===== src/rtl/block_pipe_sequencer.sv =====
// rtl/block_pipe_sequencer.sv - frame sequencer for the block-transform pipeline
module block_pipe_sequencer #(
    parameter int ADDR_W   = 15,
    parameter int LOG2_BLK = 3,
    parameter int NSTG     = 3,
    parameter int OFS_W    = 8,
    parameter logic [NSTG*OFS_W-1:0] STAGE_OFS = {8'd27, 8'd18, 8'd9}
) (
    input  logic                     clk,
    input  logic                     reset,
    input  logic                     start_i,
    input  logic [ADDR_W-1:0]        num_rows_i,
    input  logic                     stall_i,
    output logic                     busy_o,
    output logic                     done_o,
    output logic                     rd_valid_o,
    output logic [ADDR_W-1:0]        rd_addr_o,
    output logic [NSTG-1:0]          stg_valid_o,
    output logic [NSTG*LOG2_BLK-1:0] stg_row_o,
    output logic [NSTG-1:0]          stg_sel_o,
    output logic [ADDR_W-1:0]        wr_addr_o
);

    // One extra bit so that num_rows-1 plus the sink offset never wraps.
    localparam int PW = ADDR_W + 1;

    typedef enum logic [1:0] {
        S_IDLE,
        S_RUN,
        S_DONE
    } state_t;

    state_t              state_q;
    logic [PW-1:0]       p_q;
    logic [ADDR_W-1:0]   len_q;
    logic [PW-1:0]       len_ext;
    logic [PW-1:0]       last_w;

    function automatic logic [PW-1:0] stage_ofs(input int s);
        return {{(PW-OFS_W){1'b0}}, STAGE_OFS[s*OFS_W +: OFS_W]};
    endfunction

    assign len_ext = {1'b0, len_q};
    assign last_w  = len_ext - PW'(1) + stage_ofs(NSTG-1);

    always_ff @(posedge clk) begin
        if (!reset) begin
            state_q <= S_IDLE;
            p_q     <= '0;
            len_q   <= '0;
        end else begin
            case (state_q)
                S_IDLE: begin
                    if (start_i) begin
                        len_q   <= num_rows_i;
                        p_q     <= '0;
                        state_q <= (num_rows_i == '0) ? S_DONE : S_RUN;
                    end
                end
                S_RUN: begin
                    if (!stall_i) begin
                        if (p_q == last_w) begin
                            state_q <= S_DONE;
                        end else begin
                            p_q <= p_q + PW'(1);
                        end
                    end
                end
                S_DONE: begin
                    state_q <= S_IDLE;
                end
                default: begin
                    state_q <= S_IDLE;
                end
            endcase
        end
    end

    assign busy_o = (state_q != S_IDLE);
    assign done_o = (state_q == S_DONE);

    logic          run;
    logic [PW-1:0] c;
    logic          v;

    always_comb begin
        run         = (state_q == S_RUN);
        rd_valid_o  = run && (p_q < len_ext);
        rd_addr_o   = rd_valid_o ? p_q[ADDR_W-1:0] : '0;
        stg_valid_o = '0;
        stg_row_o   = '0;
        stg_sel_o   = '0;
        wr_addr_o   = '0;
        c           = '0;
        v           = 1'b0;
        // Each stage trails the master position by its own offset.
        for (int s = 0; s < NSTG; s++) begin
            c = p_q - stage_ofs(s);
            v = run && (p_q >= stage_ofs(s)) && (c < len_ext);
            stg_valid_o[s] = v;
            if (v) begin
                stg_row_o[s*LOG2_BLK +: LOG2_BLK] = c[LOG2_BLK-1:0];
                stg_sel_o[s] = ~c[LOG2_BLK];
                if (s == NSTG - 1) begin
                    wr_addr_o = c[ADDR_W-1:0];
                end
            end
        end
    end

endmodule


===== config.mk =====
export PLATFORM = sky130hd
export DESIGN_NAME = block_pipe_sequencer
export DESIGN_NICKNAME = d
export VERILOG_FILES = /design/src/rtl/block_pipe_sequencer.sv
export SDC_FILE = /design/constraint.sdc
export NUM_CORES = 1
export LEC_CHECK = 0
export CAP_MARGIN = 25
export CORE_ASPECT_RATIO = 0.6
export CORE_MARGIN = 2
export CORE_UTILIZATION = 61
export CTS_CLUSTER_DIAMETER = 150
export DETAILED_ROUTE_END_ITERATION = 6
export PLACE_DENSITY = 0.87
export SYNTH_ARGS = -nofsm -noshare
export SYNTH_HDL_FRONTEND = slang
export SYNTH_SLANG_ARGS = --single-unit

===== constraint.sdc =====
create_clock -name clk -period 9.2 [get_ports clk]
set_clock_uncertainty 0.2 [all_clocks]
set_input_delay 0.92 -clock clk [delete_from_list [all_inputs] [get_ports clk]]
set_output_delay 0.92 -clock clk [all_outputs]
set_load 0.005 [all_outputs]

Register map, names as in the netlist:
Scale bar: 20 um. Other cells in gray.
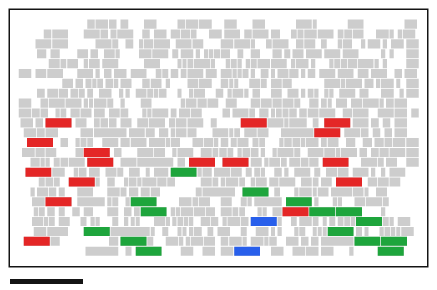
- p_q: red (placed flops 16)
- state_q: blue (placed flops 2)
- len_q: green (placed flops 15)

Drive-strength map:
Scale bar: 20 um.
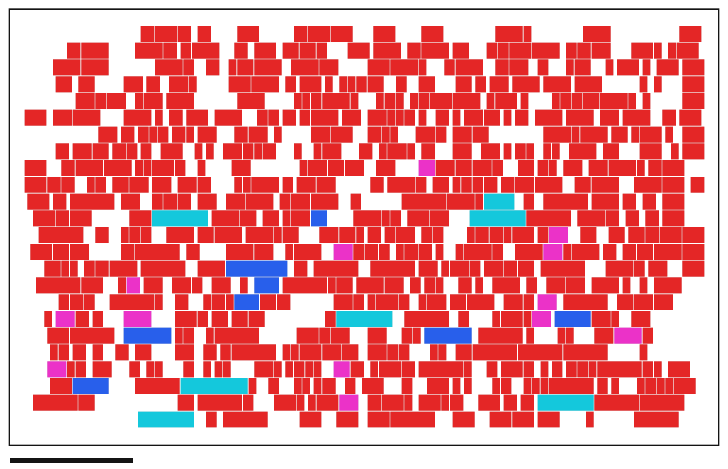
- drive 3 to 4: blue (cells 8; most used or4_4)
- drive 1 or less: red (cells 604)
- drive 2: magenta (cells 13; most used o21ai_2)
- drive 6 and up: cyan (cells 7; most used clkbuf_16)

==> results.env <==
SH_COMB_AREA_PCT=66.93
REPORT.POWER.TOTAL_mW=0.4545
CRITICAL_PATH_REQUIRED_NS=8.08
SYNTH-SEQ-AREA-SHARE_PCT=14.68
WARNING_COUNT=33
FINALCOREUTILIZATION_PCT=72.66
CLKLATENCYLATEPIN_NS=0.29
NUM-NONCLK-INVERTERS=31
HTREEDEPTH=2
WORSTSETUPENDPOINT='wr_addr_o[9]'
GRT_UTIL_ALL_LAYERS_PCT=35.68
ANT_NETS=0
FINAL.HOLD.WORST_SLACK_NS=0.2923
FMAX_MHz=158.3
TOP_REGS='p_q x16, len_q x15, state_q x2'
GRT_PASS1_WL_UM=22840
YOSYS_WARNINGS=0
FINAL.FILL_COUNT=576
GRT_SETUP_UNREPAIRED='no'
CTS_BUFFERS=5
ADDER_SHARE_PCT=18.35
TIMING.CRITICAL_PATH.CELLS='inv_1, ha_1, a21oi_1, o21ai_0, nor2_1, xor2_1, ha_1, a21oi_1, nor2b_1, o21ai_0, o211ai_1, a211oi_1, a21o_1, nand3_1, nor2b_1, clkdlybuf4s50_1'
LOGIC_FAMILY='simple AND/OR/NAND/NOR gates'
END_KIND='output port'
FP.DIEAREA_SQ_UM=8102
CRIT_PATH_MAX_FANOUT=18
N_ALL_BUFFERS=67
DIE_H_UM=70.53
COMBGATEAREA_SQ_UM=3505
SEQUENTIAL_CELL_AREA_SQ_UM=660.6
FINISHED_LAYOUT_CELLS=723
TIGHTESTPINTRANSITION_NS=0.9688
LARGEST_CELLS_BY_AREA_AFTER_SYNTHESIS='sky130_fd_sc_hd__ha_1, sky130_fd_sc_hd__dfxtp_1, sky130_fd_sc_hd__xor2_1'
BASIC_GATES_BY_AREA_PCT=27.84
FINAL-SETUP-VIOL-COUNT=0
CRITPATHARRIVALTIME_NS=5.20
PG_SEQ_mW=0.156
PLACEMENT.SETUP.WORST_SLACK_NS=3.381
DESIGN.PORTCOUNT=67
CRITICAL_PATH_ORIGIN='p_q[2]'
GLOBALROUTEOVERFLOWTOTAL=0
SYNTHFLOPTYPE='sky130_fd_sc_hd__dfxtp_1'
WORSTHOLDSTART='len_q[13]'
FINAL.CLKBUF_COUNT=7
NETLIST_INSTANCES=598
NUM-NETS-FINAL=716
MUX_AREA_SHARE_PCT=0.2225
MET1_CAPACITY_USAGE_DURING_GLOBAL_ROUTING_PCT=49.47
CRITPATHLAUNCHTYPE='flip-flop'
GRT_PASS1_VIAS=4480
CLKSLEWWORSTSETUPHOLDPATHS_NS=0.05
CRIT_PATH_MAX_INCR_DELAY_NS=0.75
DRT_PRE_ANTENNA_ITERS=5
WL_MET1_UM=6150
STATIC-LEAKAGE-POWER_nW=2.101
FIN_SETUP_TNS_NS=0
SYN-CELL-AREA_SQ_UM=4499
DP_CELLS=715
SYNTH_NETS=683
SETUP_SLACK_NS=2.884
CLOCK_TREE.ROOT_CELL='sky130_fd_sc_hd__clkbuf_16'
POST-SYNTH-TOP-AREA-CELL='sky130_fd_sc_hd__ha_1'
SEQ_CELLS=33
PATH_DEPTH=16
FINALMAXSLEWVIOLATIONS=0
POWER_DENSITY_nW_PER_UM2=86.79
VDD_DROP_MAX_V=0.00008868
GRT_USE_MET3_PCT=10.85
CP.BUFFERS_INVERTERS=2
TOP_SIGNAL_LAYER_USED='met4'
CRITPATHSLOWESTCELL='sky130_fd_sc_hd__dfxtp_1'
PATH_CLASS='reg -> out'
WORSTREGTOREGCELLS=8
POWER_FRAC_SEQ_PCT=34.4
SHARE_COMB_OF_TOTAL_POWER_PCT=21.5
CTS_TREE='yes'
N_TAP_CELL=91
YOSYS-STAT-AREA_SQ_UM=4499
BUSIEST_LAYER='met2'
DRT_FIRST_ITER_VIOLATIONS=473
STATUS='completed'
R2R_END='p_q[15]'
FP.DIEW_UM=114.9
FINALWIRELENGTH_UM=14050
CRITPATHTOPFAMILY='AND-OR/OR-AND gates'
POSTSYNTH.ASYNCRESETSHARE_PCT=0
MET3ROUTEDLENGTH_UM=1656
CTS-ROOT-TO-SINK-BUFFERS=2
POWER_REPORT.INTERNAL_TOTAL_mW=0.3222
ENABLE_FLOP_CELLS=0
Placement by cell class:
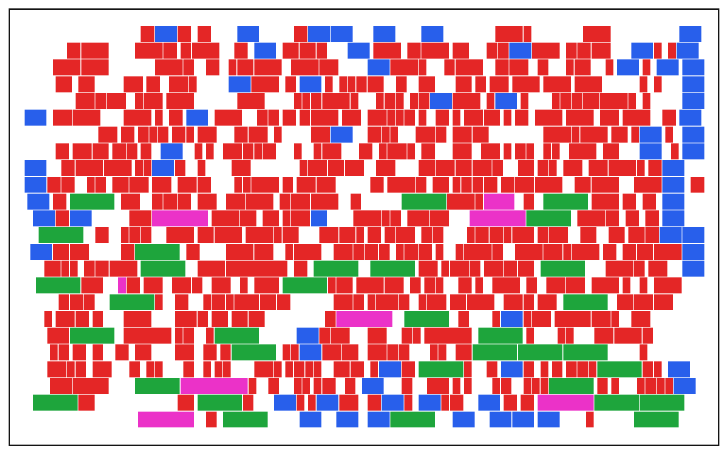
- all other logic: red (cells 524; share of their area 71%)
- clock drivers and dummy loads: magenta (cells 8; share of their area 3.4%)
- other buffers and delay cells: blue (cells 67; share of their area 13%)
- flip-flops: green (cells 33; share of their area 13%)

Routed clock nets over the placement:
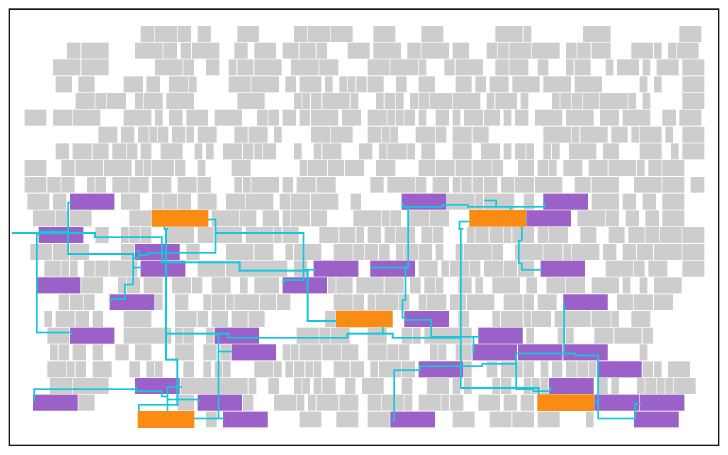
- cells driving clock nets: orange (count 5)
- flip-flops: purple (count 33)
- clock wires: cyan (length 551 um)
- routed clock nets: 6

Power figures rest on the tool's default switching activity, not on a simulated workload.
